Fig. 1: run 1, gate-type map
Bar = 20 um.
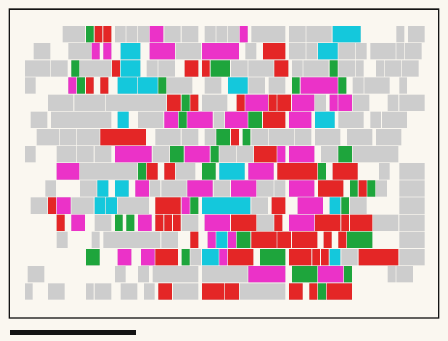
Fig. 2: run 1, signal metal coverage by tile
The die is cut into 14 by 10 equal tiles; black is low, pale yellow is high, scaled to the fullest tile. Values are wire area over tile area, all layers added.
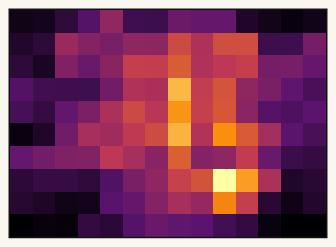
Fig. 3: run 1, layout detail
Bar = 10 um. Region (21, 2) to (46, 27) um. Cells in grey, sequential cells in the stronger grey; small squares are vias.
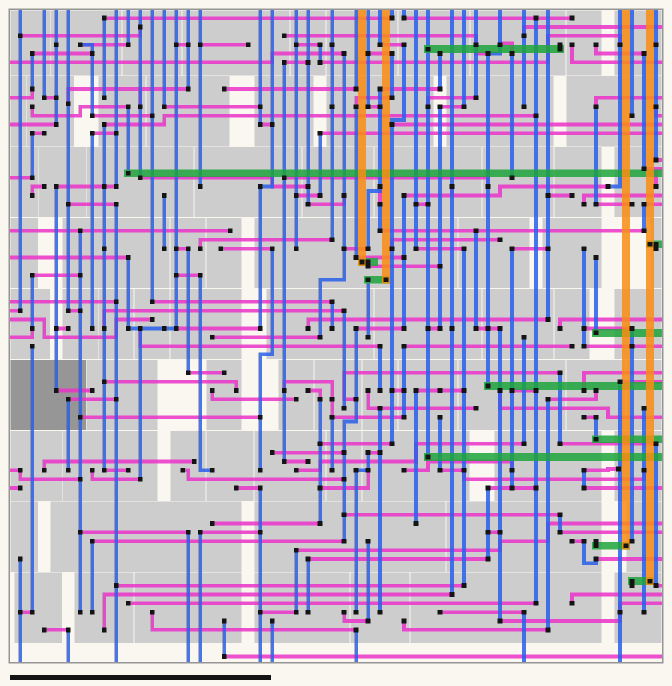
## src/rtl/cpu_ctrl_pkg.sv

```systemverilog
// Shared definitions for the hardwired control sequencer of ALU_System:
// opcode values, datapath select/function encodings, FSM state and
// instruction-class enums, and register-field helper functions.
package cpu_ctrl_pkg;

    // Opcodes (IR[15:12])
    localparam logic [3:0] OP_LD  = 4'h0;
    localparam logic [3:0] OP_ST  = 4'h1;
    localparam logic [3:0] OP_LDI = 4'h2;
    localparam logic [3:0] OP_ADD = 4'h3;
    localparam logic [3:0] OP_SUB = 4'h4;
    localparam logic [3:0] OP_AND = 4'h5;
    localparam logic [3:0] OP_OR  = 4'h6;
    localparam logic [3:0] OP_INC = 4'h7;
    localparam logic [3:0] OP_BRA = 4'h8;
    localparam logic [3:0] OP_BEQ = 4'h9;
    localparam logic [3:0] OP_BNE = 4'hA;
    localparam logic [3:0] OP_HLT = 4'hF;

    // RF / ARF / IR function selects
    localparam logic [1:0] FUN_DEC  = 2'b00;
    localparam logic [1:0] FUN_INC  = 2'b01;
    localparam logic [1:0] FUN_LOAD = 2'b10;
    localparam logic [1:0] FUN_CLR  = 2'b11;

    // ALU functions
    localparam logic [3:0] ALU_PASSA = 4'b0000;
    localparam logic [3:0] ALU_ADD   = 4'b0100;
    localparam logic [3:0] ALU_SUB   = 4'b0110;
    localparam logic [3:0] ALU_AND   = 4'b0111;
    localparam logic [3:0] ALU_OR    = 4'b1000;

    // MuxA / MuxB sources
    localparam logic [1:0] MUX_ALU = 2'b00;
    localparam logic [1:0] MUX_MEM = 2'b01;
    localparam logic [1:0] MUX_IMM = 2'b10;
    localparam logic [1:0] MUX_ARF = 2'b11;

    // ARF output selects and one-hot register selects
    localparam logic [1:0] ARF_OUT_PC = 2'b00;
    localparam logic [1:0] ARF_OUT_AR = 2'b01;
    localparam logic [3:0] ARF_REG_PC = 4'b1000;
    localparam logic [3:0] ARF_REG_AR = 4'b0100;
    localparam logic [3:0] ARF_REG_ALL = 4'b1110;

    typedef enum logic [2:0] {
        ST_INIT    = 3'd0,
        ST_FETCH_L = 3'd1,
        ST_FETCH_H = 3'd2,
        ST_EX1     = 3'd3,
        ST_EX2     = 3'd4,
        ST_HALT    = 3'd5
    } state_e;

    typedef enum logic [3:0] {
        CLS_NOP  = 4'd0,
        CLS_LD   = 4'd1,
        CLS_ST   = 4'd2,
        CLS_LDI  = 4'd3,
        CLS_ALU  = 4'd4,
        CLS_INC  = 4'd5,
        CLS_BRA  = 4'd6,
        CLS_BEQ  = 4'd7,
        CLS_BNE  = 4'd8,
        CLS_HLT  = 4'd9
    } op_class_e;

    // Register field (00=R1 .. 11=R4) to one-hot RF_RSel (R1=1000 .. R4=0001)
    function automatic logic [3:0] reg_onehot(input logic [1:0] field);
        logic [3:0] sel;
        case (field)
            2'b00:   sel = 4'b1000;
            2'b01:   sel = 4'b0100;
            2'b10:   sel = 4'b0010;
            2'b11:   sel = 4'b0001;
            default: sel = 4'b0000;
        endcase
        return sel;
    endfunction

    // Register field to RF read select (100=R1 .. 111=R4)
    function automatic logic [2:0] reg_outsel(input logic [1:0] field);
        return {1'b1, field};
    endfunction

endpackage

```

## src/rtl/control_sequencer_instr_decoder.sv

```systemverilog
// instr_decoder: combinational decode of the upper instruction bits.
// Ports:
//   ir_hi_i      - IR[15:6]: {OP, DST, SRC1, SRC2}
//   op_class_o   - instruction class for the sequencer
//   alu_fun_o    - ALU function for two-operand ALU ops (passA otherwise)
//   dst_onehot_o - one-hot RF_RSel for DST
//   src1_sel_o   - RF read select for SRC1
//   src2_sel_o   - RF read select for SRC2 (IMM[7:6])
module instr_decoder
    import cpu_ctrl_pkg::*;
(
    input  logic [9:0] ir_hi_i,
    output op_class_e  op_class_o,
    output logic [3:0] alu_fun_o,
    output logic [3:0] dst_onehot_o,
    output logic [2:0] src1_sel_o,
    output logic [2:0] src2_sel_o
);

    logic [3:0] op_s;
    assign op_s         = ir_hi_i[9:6];
    assign dst_onehot_o = reg_onehot(ir_hi_i[5:4]);
    assign src1_sel_o   = reg_outsel(ir_hi_i[3:2]);
    assign src2_sel_o   = reg_outsel(ir_hi_i[1:0]);

    // Opcode to instruction class and ALU function
    always_comb begin
        op_class_o = CLS_NOP;
        alu_fun_o  = ALU_PASSA;
        case (op_s)
            OP_LD:   op_class_o = CLS_LD;
            OP_ST:   op_class_o = CLS_ST;
            OP_LDI:  op_class_o = CLS_LDI;
            OP_ADD:  begin op_class_o = CLS_ALU; alu_fun_o = ALU_ADD; end
            OP_SUB:  begin op_class_o = CLS_ALU; alu_fun_o = ALU_SUB; end
            OP_AND:  begin op_class_o = CLS_ALU; alu_fun_o = ALU_AND; end
            OP_OR:   begin op_class_o = CLS_ALU; alu_fun_o = ALU_OR;  end
            OP_INC:  op_class_o = CLS_INC;
            OP_BRA:  op_class_o = CLS_BRA;
            OP_BEQ:  op_class_o = CLS_BEQ;
            OP_BNE:  op_class_o = CLS_BNE;
            OP_HLT:  op_class_o = CLS_HLT;
            default: op_class_o = CLS_NOP;
        endcase
    end

endmodule

```

## src/rtl/control_sequencer.sv

```systemverilog
// control_sequencer: hardwired control unit for ALU_System. Fetches a
// 16-bit instruction as two bytes (low then high) into the IR, then runs
// one or two execute cycles. Outputs are decoded combinationally from the
// registered state, IROut and the Z latch, and are forced idle while
// Reset_n is low.
// Ports: Clock/Reset_n; IROut and ALUOutFlag from the datapath; RF, ARF,
// ALU, IR, memory and mux control selects; Halted and State for debug.
module control_sequencer
    import cpu_ctrl_pkg::*;
#(
    parameter int DATA_W = 8,
    parameter int IR_W   = 16
) (
    input  logic            Clock,
    input  logic            Reset_n,
    input  logic [IR_W-1:0] IROut,
    input  logic [3:0]      ALUOutFlag,
    output logic [2:0]      RF_OutASel,
    output logic [2:0]      RF_OutBSel,
    output logic [1:0]      RF_FunSel,
    output logic [3:0]      RF_RSel,
    output logic [3:0]      RF_TSel,
    output logic [3:0]      ALU_FunSel,
    output logic [1:0]      ARF_OutCSel,
    output logic [1:0]      ARF_OutDSel,
    output logic [1:0]      ARF_FunSel,
    output logic [3:0]      ARF_RegSel,
    output logic            IR_LH,
    output logic            IR_Enable,
    output logic [1:0]      IR_Funsel,
    output logic            Mem_WR,
    output logic            Mem_CS,
    output logic [1:0]      MuxASel,
    output logic [1:0]      MuxBSel,
    output logic            MuxCSel,
    output logic            Halted,
    output logic [2:0]      State
);

    state_e     state_q, state_d;
    logic       z_q, z_d;
    op_class_e  op_class_s;
    logic [3:0] alu_fun_s;
    logic [3:0] dst_onehot_s;
    logic [2:0] src1_sel_s;
    logic [2:0] src2_sel_s;
    logic       branch_take_s;
    logic       unused_s;

    // Only the Z flag and IR[15:6] steer sequencing; the rest of IMM is datapath-only
    assign unused_s = ^{ALUOutFlag[2:0], IROut[DATA_W-3:0]};
    assign State    = state_q;

    instr_decoder u_decoder (
        .ir_hi_i      (IROut[IR_W-1:DATA_W-2]),
        .op_class_o   (op_class_s),
        .alu_fun_o    (alu_fun_s),
        .dst_onehot_o (dst_onehot_s),
        .src1_sel_o   (src1_sel_s),
        .src2_sel_o   (src2_sel_s)
    );

    assign branch_take_s = (op_class_s == CLS_BRA)
                         | ((op_class_s == CLS_BEQ) &  z_q)
                         | ((op_class_s == CLS_BNE) & ~z_q);

    // State register and Z latch
    always_ff @(posedge Clock or negedge Reset_n) begin
        if (!Reset_n) begin
            state_q <= ST_INIT;
            z_q     <= 1'b0;
        end else begin
            state_q <= state_d;
            z_q     <= z_d;
        end
    end

    // Next state, Z update and control outputs
    always_comb begin
        state_d     = state_q;
        z_d         = z_q;
        RF_OutASel  = 3'b000;
        RF_OutBSel  = 3'b000;
        RF_FunSel   = FUN_DEC;
        RF_RSel     = 4'b0000;
        RF_TSel     = 4'b0000;
        ALU_FunSel  = ALU_PASSA;
        ARF_OutCSel = ARF_OUT_PC;
        ARF_OutDSel = ARF_OUT_PC;
        ARF_FunSel  = FUN_DEC;
        ARF_RegSel  = 4'b0000;
        IR_LH       = 1'b0;
        IR_Enable   = 1'b0;
        IR_Funsel   = FUN_DEC;
        Mem_WR      = 1'b0;
        Mem_CS      = 1'b1;
        MuxASel     = MUX_ALU;
        MuxBSel     = MUX_ALU;
        MuxCSel     = 1'b0;
        Halted      = 1'b0;
        // Reset overrides the state decode so nothing is written while asserted
        if (!Reset_n) begin
            state_d = ST_INIT;
            z_d     = 1'b0;
        end else begin
            case (state_q)
                ST_INIT: begin
                    ARF_RegSel = ARF_REG_ALL;
                    ARF_FunSel = FUN_CLR;
                    RF_RSel    = 4'b1111;
                    RF_TSel    = 4'b1111;
                    RF_FunSel  = FUN_CLR;
                    state_d    = ST_FETCH_L;
                end
                ST_FETCH_L, ST_FETCH_H: begin
                    Mem_CS      = 1'b0;
                    ARF_OutDSel = ARF_OUT_PC;
                    IR_Enable   = 1'b1;
                    IR_Funsel   = FUN_LOAD;
                    ARF_RegSel  = ARF_REG_PC;
                    ARF_FunSel  = FUN_INC;
                    IR_LH       = (state_q == ST_FETCH_H);
                    state_d     = (state_q == ST_FETCH_L) ? ST_FETCH_H : ST_EX1;
                end
                ST_EX1: begin
                    state_d = ST_FETCH_L;
                    case (op_class_s)
                        CLS_LD, CLS_ST: begin
                            MuxBSel    = MUX_IMM;
                            ARF_RegSel = ARF_REG_AR;
                            ARF_FunSel = FUN_LOAD;
                            state_d    = ST_EX2;
                        end
                        CLS_LDI: begin
                            MuxASel   = MUX_IMM;
                            RF_RSel   = dst_onehot_s;
                            RF_FunSel = FUN_LOAD;
                        end
                        CLS_ALU: begin
                            RF_OutASel = src1_sel_s;
                            RF_OutBSel = src2_sel_s;
                            ALU_FunSel = alu_fun_s;
                            RF_RSel    = dst_onehot_s;
                            RF_FunSel  = FUN_LOAD;
                            z_d        = ALUOutFlag[3];
                        end
                        CLS_INC: begin
                            // Copy SRC1 into DST now; EX2 increments DST
                            RF_OutASel = src1_sel_s;
                            RF_RSel    = dst_onehot_s;
                            RF_FunSel  = FUN_LOAD;
                            state_d    = ST_EX2;
                        end
                        CLS_BRA, CLS_BEQ, CLS_BNE: begin
                            if (branch_take_s) begin
                                MuxBSel    = MUX_IMM;
                                ARF_RegSel = ARF_REG_PC;
                                ARF_FunSel = FUN_LOAD;
                            end else begin
                                ARF_RegSel = 4'b0000;
                            end
                        end
                        CLS_HLT: state_d = ST_HALT;
                        default: state_d = ST_FETCH_L;
                    endcase
                end
                ST_EX2: begin
                    state_d = ST_FETCH_L;
                    case (op_class_s)
                        CLS_LD: begin
                            Mem_CS      = 1'b0;
                            ARF_OutDSel = ARF_OUT_AR;
                            MuxASel     = MUX_MEM;
                            RF_RSel     = dst_onehot_s;
                            RF_FunSel   = FUN_LOAD;
                        end
                        CLS_ST: begin
                            Mem_CS      = 1'b0;
                            Mem_WR      = 1'b1;
                            ARF_OutDSel = ARF_OUT_AR;
                            RF_OutASel  = src1_sel_s;
                        end
                        CLS_INC: begin
                            RF_RSel   = dst_onehot_s;
                            RF_FunSel = FUN_INC;
                        end
                        default: state_d = ST_FETCH_L;
                    endcase
                end
                ST_HALT: begin
                    Halted  = 1'b1;
                    state_d = ST_HALT;
                end
                default: state_d = ST_INIT;
            endcase
        end
    end

endmodule
```

## config.mk

```make
export PLATFORM = sky130hd
export DESIGN_NAME = control_sequencer
export DESIGN_NICKNAME = d
export VERILOG_FILES = /design/src/rtl/cpu_ctrl_pkg.sv /design/src/rtl/control_sequencer_instr_decoder.sv /design/src/rtl/control_sequencer.sv
export SDC_FILE = /design/constraint.sdc
export NUM_CORES = 1
export LEC_CHECK = 0
export ABC_AREA = 1
export CORE_ASPECT_RATIO = 0.7
export CORE_MARGIN = 2
export CORE_UTILIZATION = 31
export CTS_BUF_LIST = sky130_fd_sc_hd__clkbuf_4 sky130_fd_sc_hd__clkbuf_8
export DETAILED_ROUTE_END_ITERATION = 7
export GPL_TIMING_DRIVEN = 0
export PLACE_DENSITY_LB_ADDON = 0.08
export SETUP_SLACK_MARGIN = 0.1
export SLEW_MARGIN = 0
export SYNTH_ARGS = -nofsm -noshare
export SYNTH_HDL_FRONTEND = slang
export SYNTH_HIERARCHICAL = 1
export SYNTH_SLANG_ARGS = --single-unit
```

## constraint.sdc

```tcl
create_clock -name Clock -period 1.5 [get_ports Clock]
set_input_delay 0.3 -clock Clock [delete_from_list [all_inputs] [get_ports Clock]]
set_output_delay 0.3 -clock Clock [all_outputs]
set_load 0.01 [all_outputs]
```

==> ci_impl_report.md, run 1 <==
## Synthesis and layout report

| Metric | Value |
|---|---|
| Comb group | 0.763 mW |
| Met2 wire length | 2.35 mm |
| Global-route wire length before repair | 6.03 mm |
| Sequential Area | 103 um^2 |
| Peak VDD IR | 0.613 mV |
| Fin area | 2230 um^2 |
| Post-synthesis cell count | 172 |
| Setup TNS | -12.00 ns |
| Setup CP Type | input port to output pin |
| Reg2reg end | State[1]$_DFF_PN0_ |
| Failing checks | negative setup slack |
| Floorplan core density | 0.320 |
| Yosys warns | 6 |
| ANT cells | 0 |
| Main power group | combinational cells |
| Final min period | 2.07 ns |
| Switching part of the total power | 0.408 |
| Combinational share of power | 0.684 |
| Die footprint | 3300 um^2 |
| M1 GR Usage | 0.282 |
| Mapped cell area | 885 um^2 |
| Overflow after GRT | 0 |
| Max incr delay on CP | 0.22 ns |
| DR top layer | met4 |
| Fraction of area in registers | 0.0459 |
| CP Launch Point | IROut[15] |
| CTS clock-pin slew for the worst setup and hold paths | 0.03 ns |
| FP Rows | 16 |
| Adder share | 0 |
| Worst EP arrival | 1.77 ns |
| Die H | 48.7 um |
| Top Layout Cells | buf_4 (45), buf_6 (28), buf_2 (28) |
| Die W | 67.8 um |
| Fin cells | 312 |
| Syn Area/Cell | 5.14 um^2 |
| Leak pwr | 1.14 nW |
| Share of cells above drive strength 1 | 0.717 |
| Worst hold path type | input port to register |
| Largest area class, layout | non-clock buffers |
| Routability cong. | 0.827 |
| Met3 WL | 245 um |
| PortBufs | 46 |
| Cell Type Count | 22 |
| Antenna-violating nets left | 0 |
| Latency at later pin | 0.22 ns |
| Met3 Use GR | 0.0302 |
| Mi-comb count | 123 |
| GRT Resource Usage Total | 0.233 |
| Reg2reg start | State[2]$_DFF_PN0_ |
| Grt met2 use | 0.428 |
| Worst Setup Slack, final | -0.572 ns |
| H-tree level count | 1 |
| Post-DR wirelength/cell | 14.8 um |
| Final net count | 300 |
| Tap Count | 36 |
| Tally of OpenROAD warnings | 38 |
| Hold Slack | 0.400 ns |
| Clock skew | 0.00338 ns |
| Plain + repair buffers | 113 |
| Period utilization | 1.38 |
| Gate Area | 931 um^2 |
| Pin count of the biggest net entering global routing | 11 |
| Hold path start | Reset_n |
| P_int | 0.661 mW |
| Core box area | 2760 um^2 |
| DR vias | 1517 |
| Clk_buf instances | 3 |
| RSZ-0062 raised after global routing | yes |
| Final Max-Slew Violation Tally | 0 |
| DP Cell Count | 261 |
| Flops after synth | 4 |
| PwrDens | 500 nW/um^2 |
| Clock Sinks | 4 |
| Total CTS buffers | 3 |
| CTS tree | built |
| Setup violators final | 35 |
| Clk pwr | 0.227 mW |
| DR pass1 iterations | 4 |
| P_sw | 0.456 mW |
| Comb area share | 0.417 |
| Slowest CP cell | nor2_1 |
| Status | finished with violations |
| Register share after synthesis | 0.113 |
| Fill cells | 163 |
| Syn-to-layout area delta | 153% |
| Max FO, Critical Path | 5 |
About Fig. 1:
aoi and oai cells: drawn in cyan, cells 19. nand cells: drawn in red, cells 54. inv cells: drawn in green, cells 33. nor cells: drawn in magenta, cells 40.

About Fig. 2:
The emptiest ninth of the die: south-west. 20% of the tiles are over half the peak. The mean over all tiles is 0.23. 3.6% of the tiles are nearly empty. The densest ninth of the die: centre. The fullest tile reaches 0.71.

About Fig. 3:
M1: drawn in magenta. M3: drawn in green. M4: drawn in orange. M2: drawn in blue.
Most frequent: buf_4 (9). Sequential cells in the window: 0. 64 logic cells have their middle in the window.

-- run 1: synth_stat cells --
cell type	instances	area (um^2)
dfrtp_1	4	100
inv_2	3	11.3
a21oi_1	8	40.0
buf_4	18	135
nor2_1	29	109
nand2_1	41	154
nand2_2	1	6.26
a31oi_1	3	18.8
nor3_2	1	10.0
nor3_1	8	40.0
nand3_2	1	10.0
clkbuf_1	1	3.75
inv_1	30	113
nor2_2	1	6.26
conb_1	2	7.51
nand3_1	10	50.1
o21ai_0	6	30.0
nand4_1	1	6.26
o21a_1	1	7.51
nor2_4	1	11.3
o211ai_1	1	7.51
o21bai_1	1	7.51
-- run 1: worst max-delay path: cells and delay by family --
family                 cells  cell delay [ns]
AOI/OAI and AO/OA          1             0.13
buffers and inverters      5             0.53
and+or+nand+nor            5             0.81
==> inputs of run 2 (changes only) <==
- SETUP_SLACK_MARGIN: 0.1 -> 0.2
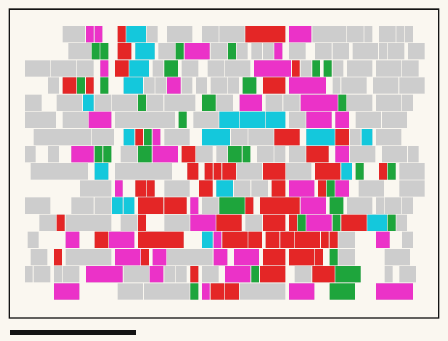
Fig. 4. Gate-type map (run 2).
Bar = 20 um.
nand cells: drawn in red, cells 54. inv cells: drawn in green, cells 33. nor cells: drawn in magenta, cells 40. aoi and oai cells: drawn in cyan, cells 19.

==> run 2 against run 1 <==
The run still ends with negative setup slack left. Clock power is 3% higher. Critical path depth down 3. Core utilization rose by 2.2 points. Final area rose by 2.7%. Die size unchanged. Largest cell class unchanged.
==> ci_impl_report.md, run 2 <==
## Synthesis and layout report

| Metric | Value |
|---|---|
| Status | finished with violations |
| Failing checks | negative setup slack |
| Yosys warns | 6 (unchanged) |
| DR pass1 iterations | 4 (unchanged) |
| Post-DR wirelength/cell | 15.8 um (+6.7%) |
| Switching part of the total power | 0.410 (+0.00194) |
| GRT Resource Usage Total | 0.257 (+0.0239) |
| Mapped cell area | 885 um^2 (unchanged) |
| Max FO, Critical Path | 4 (-1) |
| Reg2reg start | State[1]$_DFF_PN0_ |
| Synth top cell by count | nand2_1 |
| Worst path top cell family by delay | simple AND/OR/NAND/NOR gates |
| Total CTS buffers | 3 (unchanged) |
| Flops after synth | 4 (unchanged) |
| Worst Setup Slack, final | -0.435 ns (+0.137 ns) |
| DR vias | 1526 (+0.59%) |
| WP buf/inv | 3 (-2) |
| Asr flop ratio synth | 1.00 (unchanged) |
| Worst EP arrival | 1.64 ns (-0.13 ns) |
| Main power group | combinational cells |
| Top cells, area | nand2_1 (17%), buf_4 (15%), inv_1 (13%) |
| Post-synthesis cell count | 172 (unchanged) |
| FP Rows | 16 (unchanged) |
| Grt met2 use | 0.446 (+0.0180) |
| Clk pwr | 0.233 mW (+3%) |
| M1 GR Usage | 0.321 (+0.0390) |
| Reg2reg end | z_q$_DFFE_PN0P_ |
| Syn Area/Cell | 5.14 um^2 (unchanged) |
| Die W | 67.8 um (unchanged) |
| Die H | 48.7 um (unchanged) |
| Setup CP Type | register to output pin |
| Global-route wire length before repair | 6.49 mm (+7.7%) |
| CP Launch Point | State[2]$_DFF_PN0_ |
| Pin count of the biggest net entering global routing | 11 (unchanged) |
| Die footprint | 3300 um^2 (unchanged) |
| Setup violators final | 35 (unchanged) |
| EDFF count, synth | 0 (unchanged) |
| Setup TNS | -10.92 ns (+1.08 ns) |
| Hold path start | Reset_n |
| Clock skew | 0.00443 ns (+0.00105 ns) |
| CTS tree | built |
| Antenna-violating nets left | 0 (unchanged) |
| Combinational share of power | 0.688 (+0.004) |
| Final net count | 301 (+0.33%) |
| Max incr delay on CP | 0.40 ns (+0.18 ns) |
| Core box area | 2760 um^2 (unchanged) |
| Met2 wire length | 2.45 mm (+4.5%) |
| Final min period | 1.94 ns (-0.137 ns) |
| P_sw | 0.472 mW (+3.4%) |
| Leak pwr | 1.16 nW (+1.4%) |
| Hold Slack | 0.391 ns (-0.00956 ns) |
| Met3 WL | 373 um (+52%) |
| Overflow after GRT | 0 (unchanged) |
| PwrDens | 501 nW/um^2 (+0.20%) |
| Period utilization | 1.29 (-0.0916) |
| Register share after synthesis | 0.113 (unchanged) |
| RSZ-0062 raised after global routing | yes |
| Routability cong. | 0.837 (+1.2%) |
| Peak VDD IR | 0.616 mV (+0.43%) |
| Syn-to-layout area delta | 160% |
| Tally of OpenROAD warnings | 38 (unchanged) |
| Comb group | 0.792 mW (+3.8%) |
| Share of cells above drive strength 1 | 0.744 (+0.0263) |
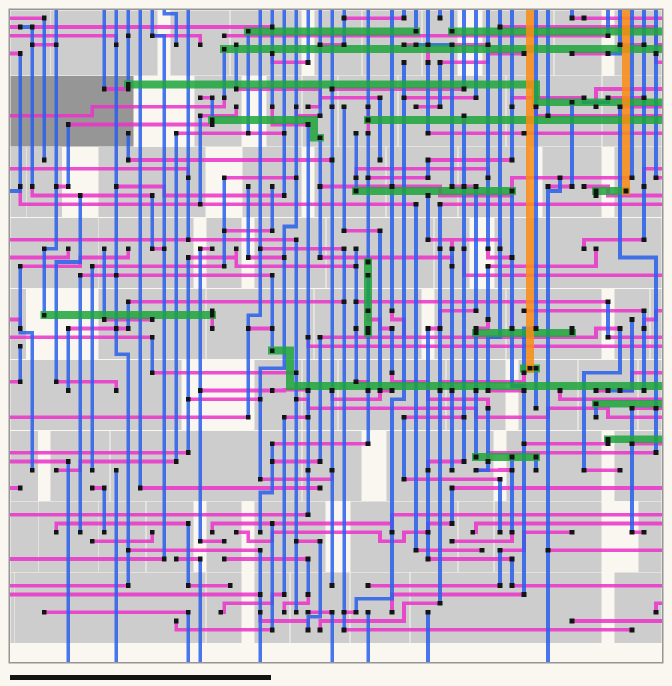
Fig. 5. Layout detail (run 2).
Bar = 10 um. Region (21, 2) to (46, 27) um. Cells in grey, sequential cells in the stronger grey; small squares are vias.
M2: drawn in blue. M3: drawn in green. M1: drawn in magenta. M4: drawn in orange.
Netlist names of flops here include z_q (1). 65 logic cells have their middle in the window. Sequential cells in the window: 1. Most frequent: nand2_2 (8), buf_4 (8), nand2_1 (7).

run 2: cell count changes in the layout (fill, tap and decap cells not counted), sizes merged:
cell,change
clkinv,-1
inv,+1
buf,+1
dlygate4sd2,-2
clkdlybuf4s15,+1
clkbuf,+1
run 2: kinds of logic (layout without fill, tap and decap cells):
logic type             after synthesis  after routing  synth area share
buffers and inverters               52            150             0.297
and+or+nand+nor                     94             94             0.455
AOI/OAI and AO/OA                   20             20             0.126
other                                2              9           0.00849
DFF                                  4              4             0.113
run 2: layout make-up:
cell class / instances / area, um^2
Tap cell: 36 / 45.0
Sequential cell: 4 / 101
Multi-Input combinational cell: 123 / 948
Inverter: 33 / 161
Fill cell: 169 / 467
Buffer: 19 / 159
Clock buffer: 3 / 41.3
Timing Repair Buffer: 95 / 840
==> inputs of run 3 (changes only) <==
- CORE_MARGIN: 2 -> 5
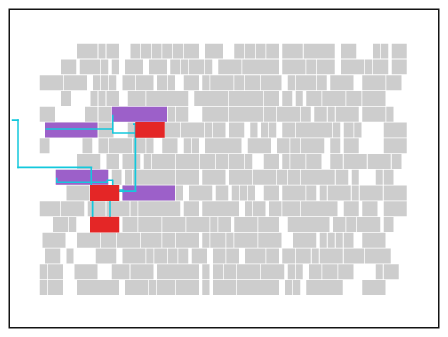
Fig. 6. Routed clock nets over the placement (run 3).
clock wires: drawn in cyan, length 99.3 um. clock-net drivers: drawn in red, count 3. flip-flops: drawn in purple, count 4.
Position of the flops: west.

==> run 3 against run 2 <==
The run ends with negative hold slack, negative setup slack left. Wire length is 1.4% higher. Register-to-register slack worse by 0.09 ns. Power is 0.35% lower. Via count is 1.4% higher. Final area is 1.0% higher. Non-clock buffer count stayed put. Synthesized cell count stayed put. Largest cell class unchanged. Largest power group unchanged. Highest routed layer unchanged.
==> ci_impl_report.md, run 3 <==
## Synthesis and layout report

| Metric | Value |
|---|---|
| EDFF count, synth | 0 (unchanged) |
| Post-synthesis cell count | 172 (unchanged) |
| FP Rows | 16 (unchanged) |
| Clk_buf instances | 3 (unchanged) |
| Clock skew | 0.00106 ns (-0.00337 ns) |
| Hold Slack | -0.0811 ns (-0.472 ns) |
| Routability cong. | 0.815 (-2.6%) |
| Comb group | 0.788 mW (-0.5%) |
| Total CTS buffers | 3 (unchanged) |
| Worst EP arrival | 1.65 ns (about the same) |
| Non-clock buffer share | 0.439 (+0.00363) |
| Endpoints failing hold | 4 |
| CTS tree | built |
| Met2 wire length | 2.46 mm (+0.12%) |
| DP HPWL | 2.44 mm |
| Syn Area/Cell | 5.14 um^2 (unchanged) |
| Pin count of the biggest net entering global routing | 13 (+2) |
| DR pass1 iterations | 4 (unchanged) |
| Switching part of the total power | 0.410 (about the same) |
| Antenna-violating nets left | 0 (unchanged) |
| PwrDens | 494 nW/um^2 (-1.4%) |
| Peak VDD IR | 0.613 mV (-0.48%) |
| Register share after synthesis | 0.113 (unchanged) |
| RSZ-0062 raised after global routing | yes |
| Fraction of area in registers | 0.0437 (-0.000452) |
| Share of cells above drive strength 1 | 0.758 (+0.0144) |
| Asr flop ratio synth | 1.00 (unchanged) |
| Floorplan core density | 0.320 |
| Failing checks | negative hold slack, negative setup slack |
| Flops after synth | 4 (unchanged) |
| Setup violators final | 33 (-5.7%) |
| Setup TNS | -10.25 ns (+0.668 ns) |
| Period utilization | 1.30 (+0.00668) |
| DR vias | 1547 (+1.4%) |
| Sequential Area | 101 um^2 (unchanged) |
| Top cells, area | nand2_1 (17%), buf_4 (15%), inv_1 (13%) |
| Syn-to-layout area delta | 162% |
| P_sw | 0.470 mW (-0.40%) |
| Reg2reg start | State[2]$_DFF_PN0_ |
| CP Launch Point | IROut[15] |
| Tap Count | 36 (unchanged) |
| Global-route wire length before repair | 6.60 mm (+1.6%) |
| Combinational share of power | 0.688 (about the same) |
| Max incr delay on CP | 0.16 ns (-0.24 ns) |
| Inverters, non-clock | 33 (unchanged) |
| Final net count | 301 (unchanged) |
| Worst Setup Slack, final | -0.445 ns (-0.0100 ns) |
| Vias per std cell | 4.94 |
| Die H | 54.7 um (+12%) |
| Core box area | 2760 um^2 (unchanged) |
| Synth top cell by count | nand2_1 |
| Plain + repair buffers | 114 (unchanged) |
| WP buf/inv | 3 (unchanged) |
| Grt met2 use | 0.393 (-0.0534) |
| Number of global-route vias before repair | 1438 |
| Main power group | combinational cells |
| Worst path top cell family by delay | simple AND/OR/NAND/NOR gates |
| Seq Cell Count | 4 (unchanged) |
| Clk pwr | 0.233 mW (about the same) |
| Max FO, Critical Path | 5 (+1) |
| GRT Resource Usage Total | 0.214 (-0.0437) |
| Comb area share | 0.416 (+0.00332) |
| Reg2reg end | z_q$_DFFE_PN0P_ |
| Status | finished with violations |
| Met3 WL | 404 um (+8.3%) |
| Gate Area | 966 um^2 (+1.8%) |
| Largest area class, layout | non-clock buffers |
| Overflow after GRT | 0 (unchanged) |
| Final min period | 1.95 ns (+0.0100 ns) |
| Leak pwr | 1.18 nW (+2.2%) |
| M1 GR Usage | 0.247 (-0.0741) |
| Tally of OpenROAD warnings | 40 (+5.3%) |
| Die footprint | 4040 um^2 (+22%) |
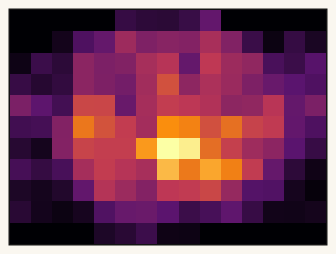
Fig. 7. Signal metal coverage by tile (run 3).
The die is cut into 15 by 11 equal tiles; black is low, pale yellow is high, scaled to the fullest tile. Values are wire area over tile area, all layers added.
The fullest tile reaches 0.73. The densest ninth of the die: centre. 14% of the tiles are nearly empty.

run 3: repair_timing:
action,in CTS,in global routing
setup buffers,37,12
resized,249,51
endpoints found under the hold margin,4,4
endpoints found under the setup margin,42,41
pin swaps,20,19
run 3: how the worst max path moves through the flow:
stage	endpoint	slack, ns	cells after the start
6_report	RF_RSel[2]	-0.45	12
5_1_grt	RF_RSel[0]	-0.58	12
4_1_cts	RF_RSel[0]	-0.36	13
3_5_place_dp	RF_RSel[0]	-1.43	12
3_3_place_gp	RF_RSel[0]	-1.40	12
2_1_floorplan	RF_OutASel[0]	-0.04	8
run 3: cell families after synthesis:
| logic type | share of synthesized area |
|---|---|
| simple gates | 0.455 |
| buf+inv | 0.297 |
| other cells | 0.00849 |
| flops | 0.113 |
| compound gates | 0.126 |
Power figures rest on the tool's default switching activity, not on a simulated workload.
